Fig. 1: run 1, the metal 1 layer
Drawn at 3 px/um. Supply wires on this layer in gray.
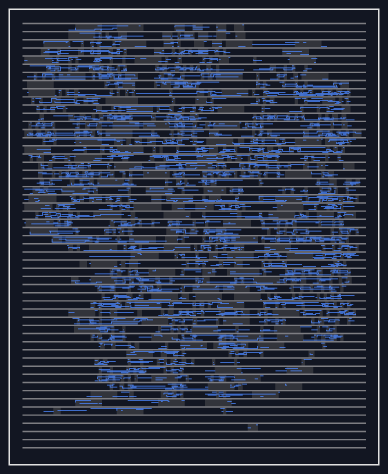
Fig. 2: run 1, the metal 2 layer
Drawn at 3 px/um.
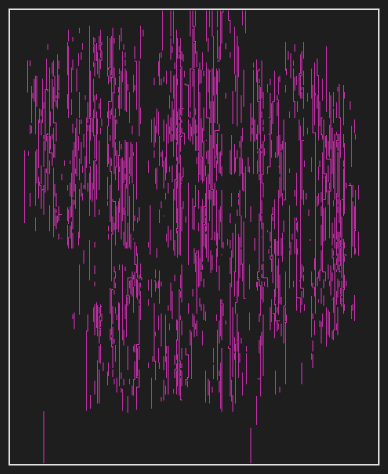
Fig. 3: run 1, metal 3
Drawn at 4 px/um.
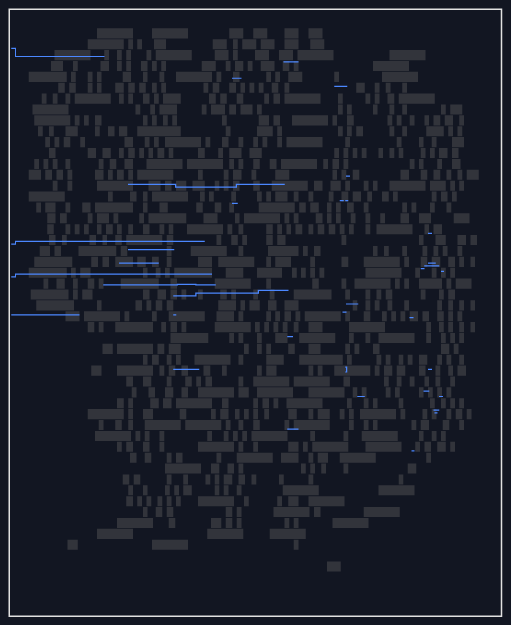
File: src/rtl/tone_command_decoder.sv
// rtl/tone_command_decoder.sv - acoustic tone-band command decoder for the stopped/line-lost rover
module tone_command_decoder #(
  parameter int WINDOW_CYCLES  = 10000000,
  parameter int NUM_WINDOWS    = 3,
  parameter int COUNT_W        = 16,
  parameter int BAND0_LO       = 46,
  parameter int BAND0_HI       = 59,
  parameter int BAND1_LO       = 86,
  parameter int BAND1_HI       = 119,
  parameter int BAND2_LO       = 181,
  parameter int BAND2_HI       = 219,
  parameter int BAND3_LO       = 281,
  parameter int BAND3_HI       = 319,
  parameter int HOLDOFF_CYCLES = 50000000
) (
  input  logic       clock,
  input  logic       reset,
  input  logic       mic_in,
  input  logic       enable,
  input  logic [7:0] ip_sensors,
  output logic [3:0] virtual_ip,
  output logic       detecting,
  output logic       reverse,
  output logic       cmd_valid,
  output logic [1:0] cmd_band
);

  localparam int WIN_W  = $clog2(WINDOW_CYCLES);
  localparam int HOLD_W = $clog2(HOLDOFF_CYCLES + 1);
  localparam logic [WIN_W-1:0]   WIN_LAST   = WIN_W'(WINDOW_CYCLES - 1);
  localparam logic [HOLD_W-1:0]  HOLD_MAX   = HOLD_W'(HOLDOFF_CYCLES);
  localparam logic [COUNT_W-1:0] CNT_MAX    = '1;
  localparam logic [2:0]         CLASS_NONE = 3'd4;

  typedef enum logic [1:0] {IDLE, ACQUIRE, DECIDE} stateType;

  stateType            state, nextState;
  logic [2:0]          micSync;
  logic [WIN_W-1:0]    windowCnt;
  logic [COUNT_W-1:0]  edgeCnt, countNext;
  logic [3:0]          streak, streakNext;
  logic [2:0]          prevClass, classNow;
  logic [HOLD_W-1:0]   holdCnt;
  logic                edgeDet, active, windowEnd, deciding, holdExpired;
  logic [3:0]          defaultMap, vipCmd;
  logic                applyCmd, toggleRev, revNext;

  function automatic logic [2:0] classify(input logic [COUNT_W-1:0] c);
    logic [31:0] v;
    v = 32'(c);
    if (v >= 32'(BAND0_LO) && v <= 32'(BAND0_HI)) return 3'd0;
    if (v >= 32'(BAND1_LO) && v <= 32'(BAND1_HI)) return 3'd1;
    if (v >= 32'(BAND2_LO) && v <= 32'(BAND2_HI)) return 3'd2;
    if (v >= 32'(BAND3_LO) && v <= 32'(BAND3_HI)) return 3'd3;
    return CLASS_NONE;
  endfunction

  // micSync[1] is the synchronized level, micSync[2] its previous value
  always_ff @(posedge clock or negedge reset) begin
    if (!reset) micSync <= '0;
    else        micSync <= {micSync[1:0], mic_in};
  end

  assign edgeDet     = micSync[1] & ~micSync[2];
  assign active      = enable && (ip_sensors == 8'h00);
  assign defaultMap  = reverse ? ip_sensors[7:4] : ip_sensors[3:0];
  assign windowEnd   = (state == ACQUIRE) && (windowCnt == WIN_LAST);
  assign holdExpired = (holdCnt == HOLD_MAX);
  assign detecting   = (state == ACQUIRE) || (state == DECIDE);

  // the window-end count includes an edge arriving on that same cycle
  assign countNext = (edgeDet && edgeCnt != CNT_MAX) ? edgeCnt + 1'b1 : edgeCnt;
  assign classNow  = classify(countNext);

  always_comb begin
    streakNext = 4'd1;
    if (classNow == CLASS_NONE)     streakNext = 4'd0;
    else if (classNow == prevClass) streakNext = streak + 4'd1;
  end

  assign deciding = windowEnd && (streakNext == 4'(NUM_WINDOWS));

  always_ff @(posedge clock or negedge reset) begin
    if (!reset) state <= IDLE;
    else        state <= nextState;
  end

  always_comb begin
    nextState = state;
    applyCmd  = 1'b0;
    toggleRev = 1'b0;
    revNext   = reverse;
    vipCmd    = virtual_ip;
    if (!active) begin
      nextState = IDLE;
    end else begin
      case (state)
        IDLE:    nextState = ACQUIRE;
        ACQUIRE: if (deciding) nextState = DECIDE;
        DECIDE: begin
          nextState = ACQUIRE;
          case (prevClass[1:0])
            2'd0: begin applyCmd = 1'b1; vipCmd = reverse ? 4'b1001 : 4'b0110; end
            2'd1: begin applyCmd = 1'b1; vipCmd = reverse ? 4'b0001 : 4'b1000; end
            2'd2: begin applyCmd = 1'b1; vipCmd = reverse ? 4'b1000 : 4'b0001; end
            default: begin
              if (holdExpired) begin
                applyCmd  = 1'b1;
                toggleRev = 1'b1;
                revNext   = ~reverse;
                vipCmd    = revNext ? ip_sensors[7:4] : ip_sensors[3:0];
              end
            end
          endcase
        end
        default: nextState = IDLE;
      endcase
    end
  end

  always_ff @(posedge clock or negedge reset) begin
    if (!reset) begin
      windowCnt  <= '0;
      edgeCnt    <= '0;
      streak     <= '0;
      prevClass  <= CLASS_NONE;
      holdCnt    <= HOLD_MAX;
      virtual_ip <= 4'b0000;
      reverse    <= 1'b0;
      cmd_valid  <= 1'b0;
      cmd_band   <= 2'b00;
    end else begin
      cmd_valid <= applyCmd;
      reverse   <= revNext;
      if (applyCmd) cmd_band <= prevClass[1:0];
      if (toggleRev)               holdCnt <= '0;
      else if (holdCnt != HOLD_MAX) holdCnt <= holdCnt + 1'b1;

      // reverse and hold-off survive an abort; everything window-related restarts
      if (state == IDLE || !active) begin
        windowCnt <= '0;
        edgeCnt   <= '0;
        streak    <= '0;
        prevClass <= CLASS_NONE;
      end else begin
        windowCnt <= (windowCnt == WIN_LAST) ? '0 : windowCnt + 1'b1;
        edgeCnt   <= windowEnd ? '0 : countNext;
        if (windowEnd) begin
          streak    <= streakNext;
          prevClass <= classNow;
        end else if (state == DECIDE) begin
          streak    <= '0;
          prevClass <= CLASS_NONE;
        end
      end

      if (state == IDLE)                          virtual_ip <= defaultMap;
      else if (applyCmd)                          virtual_ip <= vipCmd;
      else if (windowEnd && active && !deciding)  virtual_ip <= defaultMap;
    end
  end

endmodule

File: config.mk
export PLATFORM = sky130hd
export DESIGN_NAME = tone_command_decoder
export DESIGN_NICKNAME = d
export VERILOG_FILES = /design/src/rtl/tone_command_decoder.sv
export SDC_FILE = /design/constraint.sdc
export NUM_CORES = 1
export LEC_CHECK = 0
export ABC_AREA = 1
export CAP_MARGIN = 25
export CELL_PAD_IN_SITES_DETAIL_PLACEMENT = 1
export CELL_PAD_IN_SITES_GLOBAL_PLACEMENT = 1
export CORE_ASPECT_RATIO = 1.25
export CORE_MARGIN = 4
export CORE_UTILIZATION = 32
export DETAILED_ROUTE_END_ITERATION = 6
export GPL_ROUTABILITY_DRIVEN = 0
export PLACE_DENSITY = 0.7
export SYNTH_ARGS = -nofsm -noshare
export SYNTH_HDL_FRONTEND = slang
export SYNTH_SLANG_ARGS = --single-unit
File: constraint.sdc
create_clock -name clock -period 3.8 [get_ports clock]
set_input_delay 0.57 -clock clock [delete_from_list [all_inputs] [get_ports clock]]
set_output_delay 0.57 -clock clock [all_outputs]
set_load 0.01 [all_outputs]
==> flow_summary.yaml, run 1 <==
# yosys + openroad results
clock_network:
  cts_sinks: 86
  clk_pin_slew_ns: 0.07
  cts_buffer_depth: 2
  cts-buffers-inserted: 9
  clock_latency_ns: 0.35
  cts_tree: "done"
  clock-root-buffer: "clkbuf_16"
  hold_buffers: 0
  cts_max_level: 3
  postCtsResizedCells: 0
final_layout:
  layout_top_cell: "nand2_1"
  regArea_um2: 2170
  largest_reg_flops: 26
  final_core_util: 0.374
  drive_gt1_frac: 0.0805
  fin_nets: 798
  lay_top_cells: "nand2_1, inv_1, nor2_1, dfrtp_1, nand3_1"
  stdcell_count: 999
  insertedDiodeCount: 0
  max_flop_register: "holdCnt"
  top_regs: "holdCnt: 26 flops, windowCnt: 24 flops, edgeCnt: 16 flops"
  logic_area_um2: 2540
  flow.area_growth_from_synthesis_pct: 15.1
logic_synthesis:
  edf_count: 0
  ys_sh_mux: 0.00190
  synth-async-reset-ratio: 1.00
  synth_flops: 86
  ys_cells: 747
  ff_type: "dfrtp_1"
  syn_avg_cell_area_um2: 7.04
  ys_seq_frac: 0.412
  yosys.area_share.aoi: 0.0825
  synthSimpleGateAreaFrac: 0.357
  synth_cells: 747
  synth_warnings: 0
  yosysUniqueCellTypes: 42
  top_logic_kind: "simple AND/OR/NAND/NOR gates"
  ys_sh_xor: 0.0233
  yosysChipArea_um2: 5260
  syn-num-nets: 767
  syn-cell-area_um2: 5260
global_routing:
  use_met2: 0.299
  grt_pass1_vias: 5216
  busiest_layer: "met2"
  antenna_found_initial: 0
  grt_overflow: 0
  grt_max_degree: 32
  grt_pass1_wl_um: 23900
  grtUsageMet3: 0.0295
  grtUsageTotal: 0.160
timing:
  maxSlewViolCount: 0
  post-route-period-util: 0.860
  finalSetupTns_ns: 0
  tightest_slew_ns: 0.805
  whs_ns: 0.145
  clock_skew_ns: 0.00919
  rsz0062_at_grt: "no"
  fmax_ghz: 0.306
  slew_headroom: 0.458
  setup_slack_ns: 0.532
  setup_viol: 0
place:
  dp_hpwl_um: 10900
  pre_cts_slack_ns: 0.565
  dp.cells: 983
  io_buffer_count: 20
worst_setup_path:
  r2r_cells: 23
  critPathLaunch: "edgeCnt[1]$_DFF_PN0_"
  cp_top_family: "simple AND/OR/NAND/NOR gates"
  endpoint_kind: "flop"
  critPathMaxStageDelay_ns: 0.41
  rr_endpoint: "virtual_ip[3]$_DFFE_PN0P_"
  crit_chain: "ha_1 > inv_2 > nor2_4 > nand2_4 > nor2_1 > nor2_1 > buf_4 > nand2_1 > nand2_1 > nor2_1 > nand2_1 > nor2_1 > nand3_1 > nand2_1 > nand2_1 > nand2_1 > nand3_2 > nor2_4 > nand4_4 > nand3_4 > nand2_4 > nand2_1 > nand2_1"
  cp_max_fo: 12
  worstSetupEndpoint: "virtual_ip[3]$_DFFE_PN0P_"
  cpMostUsedCell: "nand2_1"
  crit_arrival_ns: 3.50
  slowest_stage: "dfrtp_1"
  r2r_start: "edgeCnt[1]$_DFF_PN0_"
  critPathKind: "flop to flop"
  crit_required_ns: 4.04
  r2r_slack_ns: 0.53
  cp_num_cells: 23
pwr:
  power.switching_w: 0.000432
  p_leak_nw: 2.77
  peakVddDrop_mv: 0.146
  p_comb_frac: 0.038
  internal_power_w: 0.00152
  powerDensity_nw_per_um2: 323
  seqPwrFrac: 0.472
  swShare: 0.221
  power_frac_clock: 0.490
floorplan:
  die_x_um: 123
  fp_util: 0.325
  std_cell_rows: 52
  dieArea_um2: 18600
  core_area_um2: 16200
  die_h_um: 151
route:
  detail_route.iter0.violations: 100
  dr.pass1.iters: 4
  final_antenna_net_count: 0
  viasPerCell: 4.79
  avgRoutedWirePerCell_um: 13.8
  drc_errors: 0
run_status:
  status: "complete, no violations"
job:
  cap_viol_max_count: 0
  warning_count: 29
hold_path:
  hold_class: "primary input to async pin"
Back to the opening pictures, Fig. 1:
main direction: horizontal
share of all routed wire: 40%
wire length on this layer: 5540 um
longest straight run: 29.9 um
DR vias: 4781
Post-Route WL: 13800 um
routing usage on met1: 0.172

Back to the opening pictures, Fig. 2:
nets with wire on the layer: 688
share of all routed wire: 54%

Back to the opening pictures, Fig. 3:
main direction: horizontal
longest straight run: 49.0 um
share of all routed wire: 2.2%
wire length on this layer: 300 um

## run 1: per-layer routing
layer  part of all wire  vias up
met5                  0        -
met4              0.035        0
met3              0.022       33
met2               0.54       39
met1               0.40     2286
li1                   -     2423
## run 1: cell usage after synthesis, types with 8 or more instances
cell type | instances | area (um2)
nand2_1 | 187 | 702
inv_1 | 134 | 503
nor2_1 | 104 | 390
dfrtp_1 | 73 | 1830
nand3_1 | 50 | 250
a21oi_1 | 32 | 160
o21ai_0 | 23 | 115
nor3_1 | 21 | 105
nand4_1 | 15 | 93.8
dfstp_2 | 13 | 342
xor2_1 | 12 | 105
nor4_1 | 11 | 68.8
ha_1 | 8 | 100
nand2_2 | 8 | 50.1
## run 1: area by class of cell
type | instances | area share
Multi-Input combinational cell | 519 | 0.420
Tap cell | 216 | 0.0446
Sequential cell | 86 | 0.358
Clock inverter | 7 | 0.0157
Clock buffer | 9 | 0.0372
Inverter | 136 | 0.0843
Timing Repair Buffer | 26 | 0.0401
## run 1: power by group through the flow
| stage | logic, W | clock network, W | registers, W |
|---|---|---|---|
| after detailed placement | 0.0000773 | 0 | 0.000939 |
| after global placement | 0.0000752 | 0 | 0.000939 |
| final | 0.0000742 | 0.000959 | 0.000923 |
| after CTS | 0.0000778 | 0.000991 | 0.000923 |
| after global routing | 0.0000853 | 0.00104 | 0.000922 |
| after floorplan | 0.0000287 | 0 | 0.000940 |
## run 1: metrics by stage
stage          total power, W  area (um2)
6_report              0.00196        6060
5_1_grt               0.00204        6060
4_1_cts               0.00199        6060
3_5_place_dp          0.00102        5740
3_3_place_gp          0.00101        5740
2_1_floorplan        0.000969        5260
## run 1: worst register-to-register path, delay by kind of cell (launching register included)
kind	cells	cell delay, ns
simple gates	20	2.21
flops	1	0.41
fa+ha+maj	1	0.29
buf+inv	2	0.24
--- run 2 (diff from run 1) ---
--- a/config.mk
+++ b/config.mk
@@ -14,6 +14,7 @@
 export CORE_UTILIZATION = 32
 export DETAILED_ROUTE_END_ITERATION = 6
 export GPL_ROUTABILITY_DRIVEN = 0
+export HOLD_SLACK_MARGIN = 0.15
 export PLACE_DENSITY = 0.7
 export SYNTH_ARGS = -nofsm -noshare
 export SYNTH_HDL_FRONTEND = slang
Fig. 4: run 2, routing congestion map
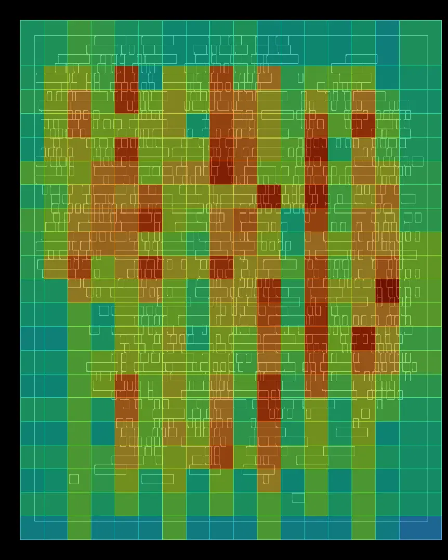
Avg WL per Cell: 13.8 um
met3 usage: 0.0295
Tot GR Track Use: 0.160
grt peak-use layer: met2

Fig. 5: run 2, the metal 2 layer
Drawn at 3 px/um.
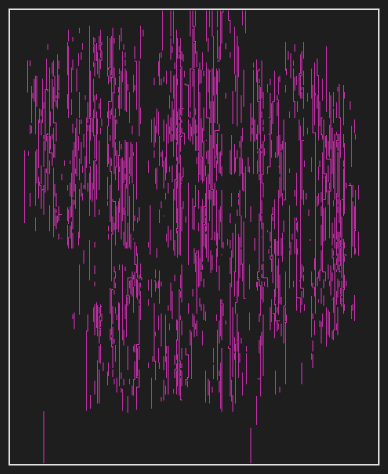
wire length on this layer: 7460 um
nets with wire on the layer: 688
met2 usage: 0.299

Fig. 6: run 2, metal 3
Drawn at 4 px/um.
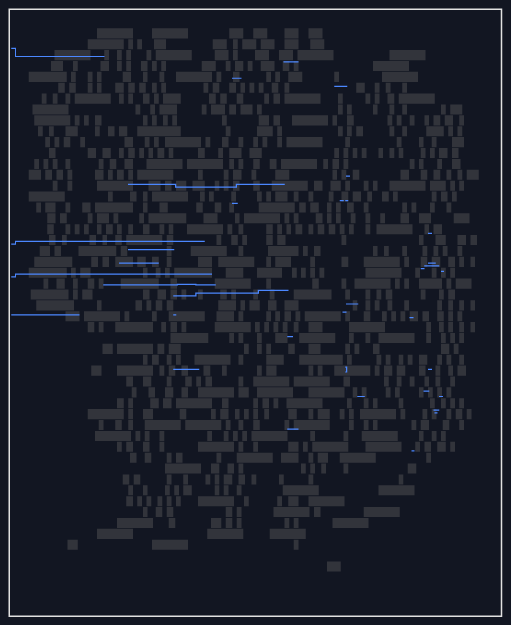

==> run 2 against run 1 <==
- final cell count unchanged
- sequential share of layout area is the same
- critical endpoint unchanged
- critical path type unchanged
- highest routed layer unchanged
- largest power group unchanged
- setup slack stayed put
- first-iteration DRC count stayed put
==> flow_summary.yaml, run 2 <==
# yosys + openroad results
run_status:
  status: "complete, no violations"
logic_synthesis:
  synth_top_area_share: 0.347
  syn-cell-area_um2: 5260
  ff_type: "dfrtp_1"
  synth_top_cell_by_count: "nand2_1"
  synth.largest_area_cell: "dfrtp_1"
  synth_warnings: 0
  ys_cells: 747
  ys_sh_adder: 0.0190
  ys_top_cells_by_area: "dfrtp_1, nand2_1, inv_1, nor2_1, dfstp_2"
  ys_seq_frac: 0.412
  syn-num-nets: 767
  synthSimpleGateAreaFrac: 0.357
  edf_count: 0
  yosys.area_share.aoi: 0.0825
  synth_cells: 747
  synth_flops: 86
  synth-async-reset-ratio: 1.00
  ys_sh_xor: 0.0233
  ys_sh_mux: 0.00190
  yosysUniqueCellTypes: 42
  yosysChipArea_um2: 5260
  top_cells_by_count: "nand2_1, inv_1, nor2_1, dfrtp_1, nand3_1"
  top_logic_kind: "simple AND/OR/NAND/NOR gates"
  syn_avg_cell_area_um2: 7.04
final_layout:
  lay_top_cells: "nand2_1, inv_1, nor2_1, dfrtp_1, nand3_1"
  max_flop_register: "holdCnt"
  final_core_util: 0.374
  finish.instance_area_um2: 6060
  largest_reg_flops: 26
  fin_nets: 798
  stdcell_count: 999
  top_regs: "holdCnt: 26 flops, windowCnt: 24 flops, edgeCnt: 16 flops"
  flow.area_growth_from_synthesis_pct: 15.1
  layout_top_cell: "nand2_1"
  insertedDiodeCount: 0
  drive_gt1_frac: 0.0805
clock_network:
  cts_max_level: 3
  cts_sinks: 86
  postCtsSetupBuffers: 0
  hold_buffers: 0
  cts-buffers-inserted: 9
  clock-root-buffer: "clkbuf_16"
  clock_latency_ns: 0.35
  cts_buffer_depth: 2
  postCtsResizedCells: 0
  cts_tree: "done"
  clk_pin_slew_ns: 0.07
timing:
  finalHoldViolCount: 0
  finalSetupTns_ns: 0
  maxSlewViolCount: 0
  min_period_ns: 3.27
  tightest_slew_ns: 0.805
  rsz0062_at_grt: "no"
  post-route-period-util: 0.860
  slew_headroom: 0.458
  whs_ns: 0.145
  setup_slack_ns: 0.532
  setup_viol: 0
  clock_skew_ns: 0.00919
  fmax_ghz: 0.306
worst_setup_path:
  slowest_stage: "dfrtp_1"
  crit_chain: "ha_1 > inv_2 > nor2_4 > nand2_4 > nor2_1 > nor2_1 > buf_4 > nand2_1 > nand2_1 > nor2_1 > nand2_1 > nor2_1 > nand3_1 > nand2_1 > nand2_1 > nand2_1 > nand3_2 > nor2_4 > nand4_4 > nand3_4 > nand2_4 > nand2_1 > nand2_1"
  cpMostUsedCell: "nand2_1"
  path_buffers: 2
  critPathMaxStageDelay_ns: 0.41
  crit_required_ns: 4.04
  crit_arrival_ns: 3.50
  endpoint_kind: "flop"
  cp_top_family: "simple AND/OR/NAND/NOR gates"
  start_kind: "flop"
  cp_max_fo: 12
  critPathKind: "flop to flop"
hold_path:
  hold_class: "primary input to async pin"
place:
  placed_cell_area_um2: 5740
  dp_hpwl_um: 10900
  io_buffer_count: 20
  dp.cells: 983
  pre_cts_slack_ns: 0.565
global_routing:
  grt_overflow: 0
  grt_max_degree: 32
  grt_pass1_wl_um: 23900
  antenna_found_initial: 0
  grt_pass1_vias: 5216
route:
  dr.pass1.iters: 4
  drc_errors: 0
  final_antenna_net_count: 0
  finalWirelength_um: 13800
  viasPerCell: 4.79
  route.vias.total: 4781
  detail_route.iter0.violations: 100
job:
  cap_viol_max_count: 0
  warning_count: 29
floorplan:
  die_x_um: 123
  die_h_um: 151
  core_area_um2: 16200
  std_cell_rows: 52
  fp_util: 0.325
  ios: 21
  dieArea_um2: 18600
pwr:
  p_leak_nw: 2.77
  finalPower_w: 0.00196
  peakVddDrop_mv: 0.146
  powerDensity_nw_per_um2: 323
==> run 2: cell counts in the layout (fill, tap and decap cells not counted) <==
Identical to the previous run, type by type.
==> run 2: path summary, 6_finish.rpt <==
path                                            from                        end  slack (ns)  cells after the start
worst max register to register  edgeCnt[1]$_DFF_PN0_  virtual_ip[3]$_DFFE_PN0P_        0.53                     23
worst min-delay path                           reset    windowCnt[15]$_DFF_PN0_        0.15                      1
worst min register to register  micSync[0]$_DFF_PN0_       micSync[1]$_DFF_PN0_        0.35                      0
worst max-delay path            edgeCnt[1]$_DFF_PN0_  virtual_ip[3]$_DFFE_PN0P_        0.53                     23
min in group clock              micSync[0]$_DFF_PN0_       micSync[1]$_DFF_PN0_        0.35                      0
max in group asynchronous                      reset   prevClass[2]$_DFFE_PN1P_        2.87                      2
==> run 2: final cells by class <==
class / count / area [um2]
clock buffer: 9 / 225
clock inverter: 7 / 95.1
fill: 2038 / 10100
inverter: 136 / 510
multi-input combinational: 519 / 2540
sequential: 86 / 2170
tap: 216 / 270
timing repair buffer: 26 / 243
==> run 2: report_power, final <==
group | leakage [nW] | internal (W) | switching [W]
registers | 1.12 | 0.000920 | 0.00000247
logic | 1.49 | 0.0000257 | 0.0000485
clock network | 0.156 | 0.000578 | 0.000381
==> run 2: kinds of logic (layout without fill, tap and decap cells) <==
group           count (synthesis)  count (layout)
compound gates                 76              76
mux                             1               1
fa+ha+maj                       8               8
flops                          86              86
simple gates                  420             420
xor+xnor                       14              14
buf+inv                       142             178
==> run 2: layer usage <==
layer  global-route usage  vias to the layer above  part of all wire
li1                     -                     2423                 -
met1                0.172                     2286              0.40
met2                0.299                       39              0.54
met3               0.0295                       33             0.022
met4               0.0734                        0             0.035
met5                    0                        -                 0
Power is estimated from default activity; no workload was simulated.
